[src/rtl/if_id_stage_pkg.sv]
// Shared definitions for the fetch stage and IF/ID pipeline register:
// RV32 opcode constants, the bubble encoding and the register-index width.
package if_id_stage_pkg;

  localparam int unsigned REG_IDX_W = 5;

  localparam logic [6:0] OP_RTYPE  = 7'b0110011;
  localparam logic [6:0] OP_ITYPE  = 7'b0010011;
  localparam logic [6:0] OP_LOAD   = 7'b0000011;
  localparam logic [6:0] OP_STORE  = 7'b0100011;
  localparam logic [6:0] OP_BRANCH = 7'b1100011;

  // addi x0,x0,0 -- the canonical bubble
  localparam logic [31:0] NOP_ENC = 32'h0000_0013;

  // True when the opcode reads a second source register (rs2).
  function automatic logic uses_rs2(input logic [6:0] opcode);
    return (opcode == OP_RTYPE) || (opcode == OP_STORE) || (opcode == OP_BRANCH);
  endfunction

endpackage

[src/rtl/if_id_stage_hazard_detect.sv]
// Load-use hazard detector: compares the source registers of the instruction
// held in IF/ID against the destination of a load sitting in EX.
// Purely combinational.
module hazard_detect
  import if_id_stage_pkg::*;
(
  input  logic                 i_valid,
  input  logic [31:0]          i_inst,
  input  logic                 i_idex_memread,
  input  logic [REG_IDX_W-1:0] i_idex_rd,
  output logic                 o_stall
);

  logic [REG_IDX_W-1:0] w_rs1;
  logic [REG_IDX_W-1:0] w_rs2;
  logic                 w_uses_rs2;

  assign w_rs1      = i_inst[19:15];
  assign w_rs2      = i_inst[24:20];
  assign w_uses_rs2 = uses_rs2(i_inst[6:0]);

  // Stall when a load in EX writes a non-zero register this instruction reads
  always_comb begin
    // NOTE: every always_comb output gets a default first so no latch is inferred.
    o_stall = 1'b0;
    if (i_valid && i_idex_memread && (i_idex_rd != '0)) begin
      o_stall = (i_idex_rd == w_rs1) || (w_uses_rs2 && (i_idex_rd == w_rs2));
    end
  end

endmodule

[src/rtl/if_id_stage.sv]
// Fetch stage and IF/ID pipeline register of the five-stage RV32 core.
// Owns the PC, drives the instruction-memory address, latches the fetched
// instruction with its PC, and produces load-use stall and branch flush.
// Optional feature macro: IF_ID_PERF_EN enables saturating stall/flush
// counters; without it stall_cnt_o and flush_cnt_o are tied to zero.
module if_id_stage
  import if_id_stage_pkg::*;
#(
  parameter logic [31:0] RESET_PC = 32'h0000_0000,
  parameter logic [31:0] NOP_INST = NOP_ENC
) (
  input  logic                 clk_i,
  input  logic                 rst_i,
  input  logic                 start_i,
  output logic [31:0]          imem_addr_o,
  input  logic [31:0]          imem_inst_i,
  input  logic                 branch_taken_i,
  input  logic [31:0]          branch_target_i,
  input  logic                 idex_memread_i,
  input  logic [REG_IDX_W-1:0] idex_rd_i,
  output logic [31:0]          inst_o,
  output logic [31:0]          pc_o,
  output logic                 valid_o,
  output logic                 stall_o,
  output logic                 flush_o,
  output logic [31:0]          stall_cnt_o,
  output logic [31:0]          flush_cnt_o
);

  logic [31:0] r_pc;
  logic [31:0] r_inst;
  logic [31:0] r_ifid_pc;
  logic        r_valid;

  logic        w_stall;
  logic        w_flush;

  hazard_detect u_hazard_detect (
    .i_valid        (r_valid),
    .i_inst         (r_inst),
    .i_idex_memread (idex_memread_i),
    .i_idex_rd      (idex_rd_i),
    .o_stall        (w_stall)
  );

  // A stall recomputes the branch compare next cycle, so it masks the redirect
  assign w_flush = r_valid & branch_taken_i & ~w_stall;

  assign imem_addr_o = r_pc;
  assign inst_o      = r_inst;
  assign pc_o        = r_ifid_pc;
  assign valid_o     = r_valid;
  assign stall_o     = w_stall;
  assign flush_o     = w_flush;

  // PC and IF/ID update: idle, stall, redirect, or normal fetch (in priority order)
  always_ff @(posedge clk_i or posedge rst_i) begin
    // NOTE: sequential state uses non-blocking assignments so every register
    // samples the pre-edge values regardless of statement order.
    if (rst_i) begin
      r_pc      <= RESET_PC;
      r_inst    <= NOP_INST;
      r_ifid_pc <= '0;
      r_valid   <= 1'b0;
    end else if (!start_i) begin
      r_inst    <= NOP_INST;
      r_ifid_pc <= '0;
      r_valid   <= 1'b0;
    end else if (w_stall) begin
      r_pc      <= r_pc;
    end else if (w_flush) begin
      r_pc      <= branch_target_i;
      r_inst    <= NOP_INST;
      r_ifid_pc <= '0;
      r_valid   <= 1'b0;
    end else begin
      r_pc      <= r_pc + 32'd4;
      r_inst    <= imem_inst_i;
      r_ifid_pc <= r_pc;
      r_valid   <= 1'b1;
    end
  end

`ifdef IF_ID_PERF_EN
  logic [31:0] r_stall_cnt;
  logic [31:0] r_flush_cnt;

  // Saturating event counters for stall and flush cycles
  always_ff @(posedge clk_i or posedge rst_i) begin
    if (rst_i) begin
      r_stall_cnt <= '0;
      r_flush_cnt <= '0;
    end else begin
      if (w_stall && (r_stall_cnt != 32'hFFFF_FFFF)) r_stall_cnt <= r_stall_cnt + 32'd1;
      if (w_flush && (r_flush_cnt != 32'hFFFF_FFFF)) r_flush_cnt <= r_flush_cnt + 32'd1;
    end
  end

  assign stall_cnt_o = r_stall_cnt;
  assign flush_cnt_o = r_flush_cnt;
`else
  assign stall_cnt_o = '0;
  assign flush_cnt_o = '0;
`endif

endmodule

[config.mk]
export PLATFORM = sky130hd
export DESIGN_NAME = if_id_stage
export DESIGN_NICKNAME = d
export VERILOG_FILES = /design/src/rtl/if_id_stage_pkg.sv /design/src/rtl/if_id_stage_hazard_detect.sv /design/src/rtl/if_id_stage.sv
export SDC_FILE = /design/constraint.sdc
export NUM_CORES = 1
export LEC_CHECK = 0
export CORE_MARGIN = 10
export CORE_UTILIZATION = 30
export CTS_CLUSTER_SIZE = 16
export DETAILED_ROUTE_END_ITERATION = 6
export DONT_BUFFER_PORTS = 1
export PLACE_DENSITY = 0.48
export SLEW_MARGIN = 30
export SYNTH_ARGS = -nofsm -noshare
export SYNTH_HDL_FRONTEND = slang
export SYNTH_SLANG_ARGS = --single-unit
[constraint.sdc]
create_clock -name clk_i -period 8.5 [get_ports clk_i]
set_input_delay 1.275 -clock clk_i [delete_from_list [all_inputs] [get_ports clk_i]]
set_output_delay 1.275 -clock clk_i [all_outputs]
set_load 0.005 [all_outputs]
==> images/wires.png <==
Only two layers are drawn.
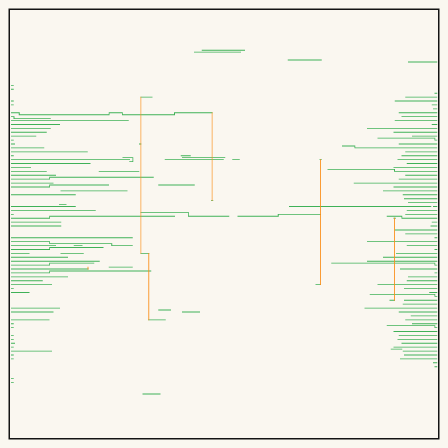
[green] metal 3 | wire length: 2,230 um
[orange] metal 4 | wire length: 181 um

==> images/layer_met4.png <==
Supply wires on this layer in grey.
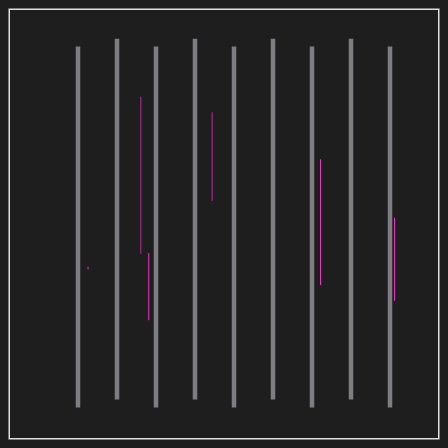
longest straight run: 54.4 um
wire length on this layer: 181 um
share of all routed wire: 1.1%

==> images/detail.png <==
Bar = 10 um. Region (59, 59) to (89, 89) um. Cells in grey, sequential cells in the stronger grey; small squares are vias.
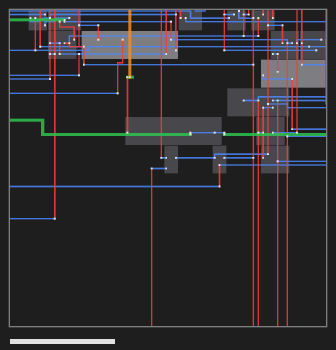
[red] metal 2
[blue] metal 1
[green] metal 3
[orange] metal 4
sequential cells in the window: 2
netlist names of flops here include: imem_addr_o (2)
most frequent: o21ai_0 (2), dfrtp_1 (2), buf_4 (2)
cells with their middle in the window: 16

==> images/layer_met1.png <==
Supply wires on this layer in grey.
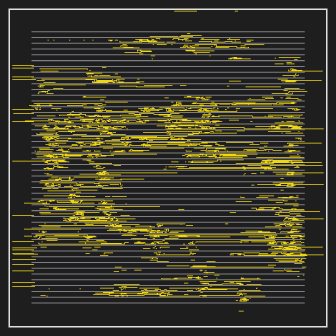
nets with wire on the layer: 478
longest straight run: 60.3 um
share of all routed wire: 38%

==> flow_summary.rst <==
Metrics
=======

.. list-table::
   :header-rows: 1

   * - Metric
     - Value
   * - Outcome
     - completed
   * - First-pass GRT wire length
     - roughly 25 mm
   * - CTS Buf Count
     - 9
   * - Root Buffer Master
     - sky130_fd_sc_hd__clkbuf_16
   * - TritonCTS Sinks
     - slightly below 100
   * - Worst Max-Slew Pin Slew
     - a little under 0.9 ns
   * - Prevailing post-synth register cell
     - sky130_fd_sc_hd__dfrtp_1
   * - Number of storage elements in the synthesis netlist
     - between 90 and 100
   * - Sequential cell area
     - between 0.002 and 0.0025 mm^2
   * - Maximum buffer depth of the clock tree
     - 2
   * - Startpoint-to-endpoint class of the critical path
     - input port to output pin
   * - Final HPWL from detailed placement
     - 11.9 mm
   * - Startpoint type of the worst setup path
     - input port
   * - Final period utilization
     - approximately 48%
   * - Antenna violations before repair
     - 1
   * - Gate power share
     - between 10% and 20%
   * - Final standard cell area without fillers
     - 0.00519 mm^2
   * - Post-placement cell count
     - 684
   * - Sequential fraction of design power
     - a little over half
   * - Final #Nets
     - 550
   * - Number of design-rule violations left by the first detailed-router iteration
     - 246
   * - Non-filler instance count after layout
     - about 700
   * - DRC
     - 0
   * - CP bufs+invs
     - 1
   * - Die extent in x
     - approximately 150 um
   * - Net switching power of the design
     - roughly 400 uW
   * - Number of I/O pins
     - roughly 240
   * - Rel. slew slack
     - between 40% and 50%
   * - Init Core Util
     - just over 30%
   * - Post-layout worst setup margin
     - around 4.4 ns
   * - Critical path required time
     - a little over 7 ns
   * - Die height
     - approximately 150 um
   * - Final Setup Violations
     - 0
   * - # H-tree levels
     - 3
   * - Proportion of power drawn by the clock network
     - 31.7%
   * - Num rows
     - between 40 and 50
   * - Later-pin clock latency in the skew report
     - around 0.35 ns
   * - Area overhead of the layout relative to synthesis
     - 3.94%
   * - Internal power summed over all cells
     - 824 uW
   * - Clock-pin slew reported for the worst setup and hold paths after clock tree synthesis
     - about 0.060 ns
   * - Post-Place Cell Area
     - approximately 0.0049 mm^2
   * - Total chip power
     - approximately 1.2 mW
[cells in the mapped netlist (5+ instances only)]
master                      number  share of area (%)
sky130_fd_sc_hd__dfrtp_1        94                 47
sky130_fd_sc_hd__buf_4          64                9.6
sky130_fd_sc_hd__a22o_1         62                 11
sky130_fd_sc_hd__nand2_1        41                3.1
sky130_fd_sc_hd__a21oi_1        30                3.0
sky130_fd_sc_hd__nand3_1        27                2.7
sky130_fd_sc_hd__a31oi_1        18                2.3
sky130_fd_sc_hd__o21ai_0        16                1.6
sky130_fd_sc_hd__clkbuf_1       13               0.98
sky130_fd_sc_hd__buf_2          11                1.1
sky130_fd_sc_hd__nor2_1         10               0.75
sky130_fd_sc_hd__o22ai_1        10                1.3
sky130_fd_sc_hd__xor2_1          8                1.4
sky130_fd_sc_hd__and3_1          7               0.88
sky130_fd_sc_hd__nand4_1         7               0.88
sky130_fd_sc_hd__nor3_1          7               0.70
sky130_fd_sc_hd__buf_6           6                1.4
sky130_fd_sc_hd__and4_1          5               0.88
sky130_fd_sc_hd__inv_1           5               0.38
sky130_fd_sc_hd__o2bb2ai_1       5               0.88
[layout make-up]
class | instances | area share, %
Inverter | 7 | 0.603
Clock inverter | 3 | 0.289
Multi-Input combinational cell | 353 | 40.8
Tap cell | 220 | 5.31
Timing Repair Buffer | 7 | 1.09
Sequential cell | 97 | 46.9
Clock buffer | 13 | 5.02
[state kept, by name (all words and copies together) (netlist names)]
| name | flops |
|---|---|
| valid_o | 1 |
| inst_o | 32 |
| pc_o | 32 |
| imem_addr_o | 32 |
[kinds of logic (layout without fill, tap and decap cells)]
kind of cell	after synthesis	in the layout	synth area share, %
compound gates	160	160	23.1
simple gates	115	115	11.6
buf+inv	103	30	13.8
flops	97	97	48.7
xor+xnor	10	10	1.75
mux	3	3	0.677
fa+ha+maj	1	1	0.251
other cells	1	64	0.0751
[power by group through the flow]
stage / logic, mW / registers [mW] / clock network (mW)
6_report: 0.178 / 0.656 / 0.387
5_1_grt: 0.206 / 0.672 / 0.421
4_1_cts: 0.179 / 0.661 / 0.403
3_5_place_dp: 0.177 / 0.669 / 0
3_3_place_gp: 0.172 / 0.667 / 0
2_1_floorplan: 0.175 / 0.616 / 0
[path summary, 6_finish.rpt]
kind | startpoint | end | slack (ns) | depth (start not counted)
setup / recovery | idex_rd_i[2] | flush_o | 4.44 | 5
hold / removal | inst_o[11] | inst_o[11] | 0.55 | 1
setup reg to reg | inst_o[20] | pc_o[13] | 5.70 | 7
hold reg to reg | inst_o[11] | inst_o[11] | 0.55 | 1
max in group asynchronous | rst_i | pc_o[23] | 6.74 | 2
min in group asynchronous | rst_i | pc_o[12] | 0.73 | 1
[routing by layer]
layer	share of wire [%]	global-route usage, %	vias to the layer above
met1	38	16.9	1906
met3	14	7.83	15
met5	0.043	0	-
met2	47	22.3	186
met4	1.1	4.22	2
li1	-	-	1651
No activity file was given, so power comes from the tool's default toggle rates.
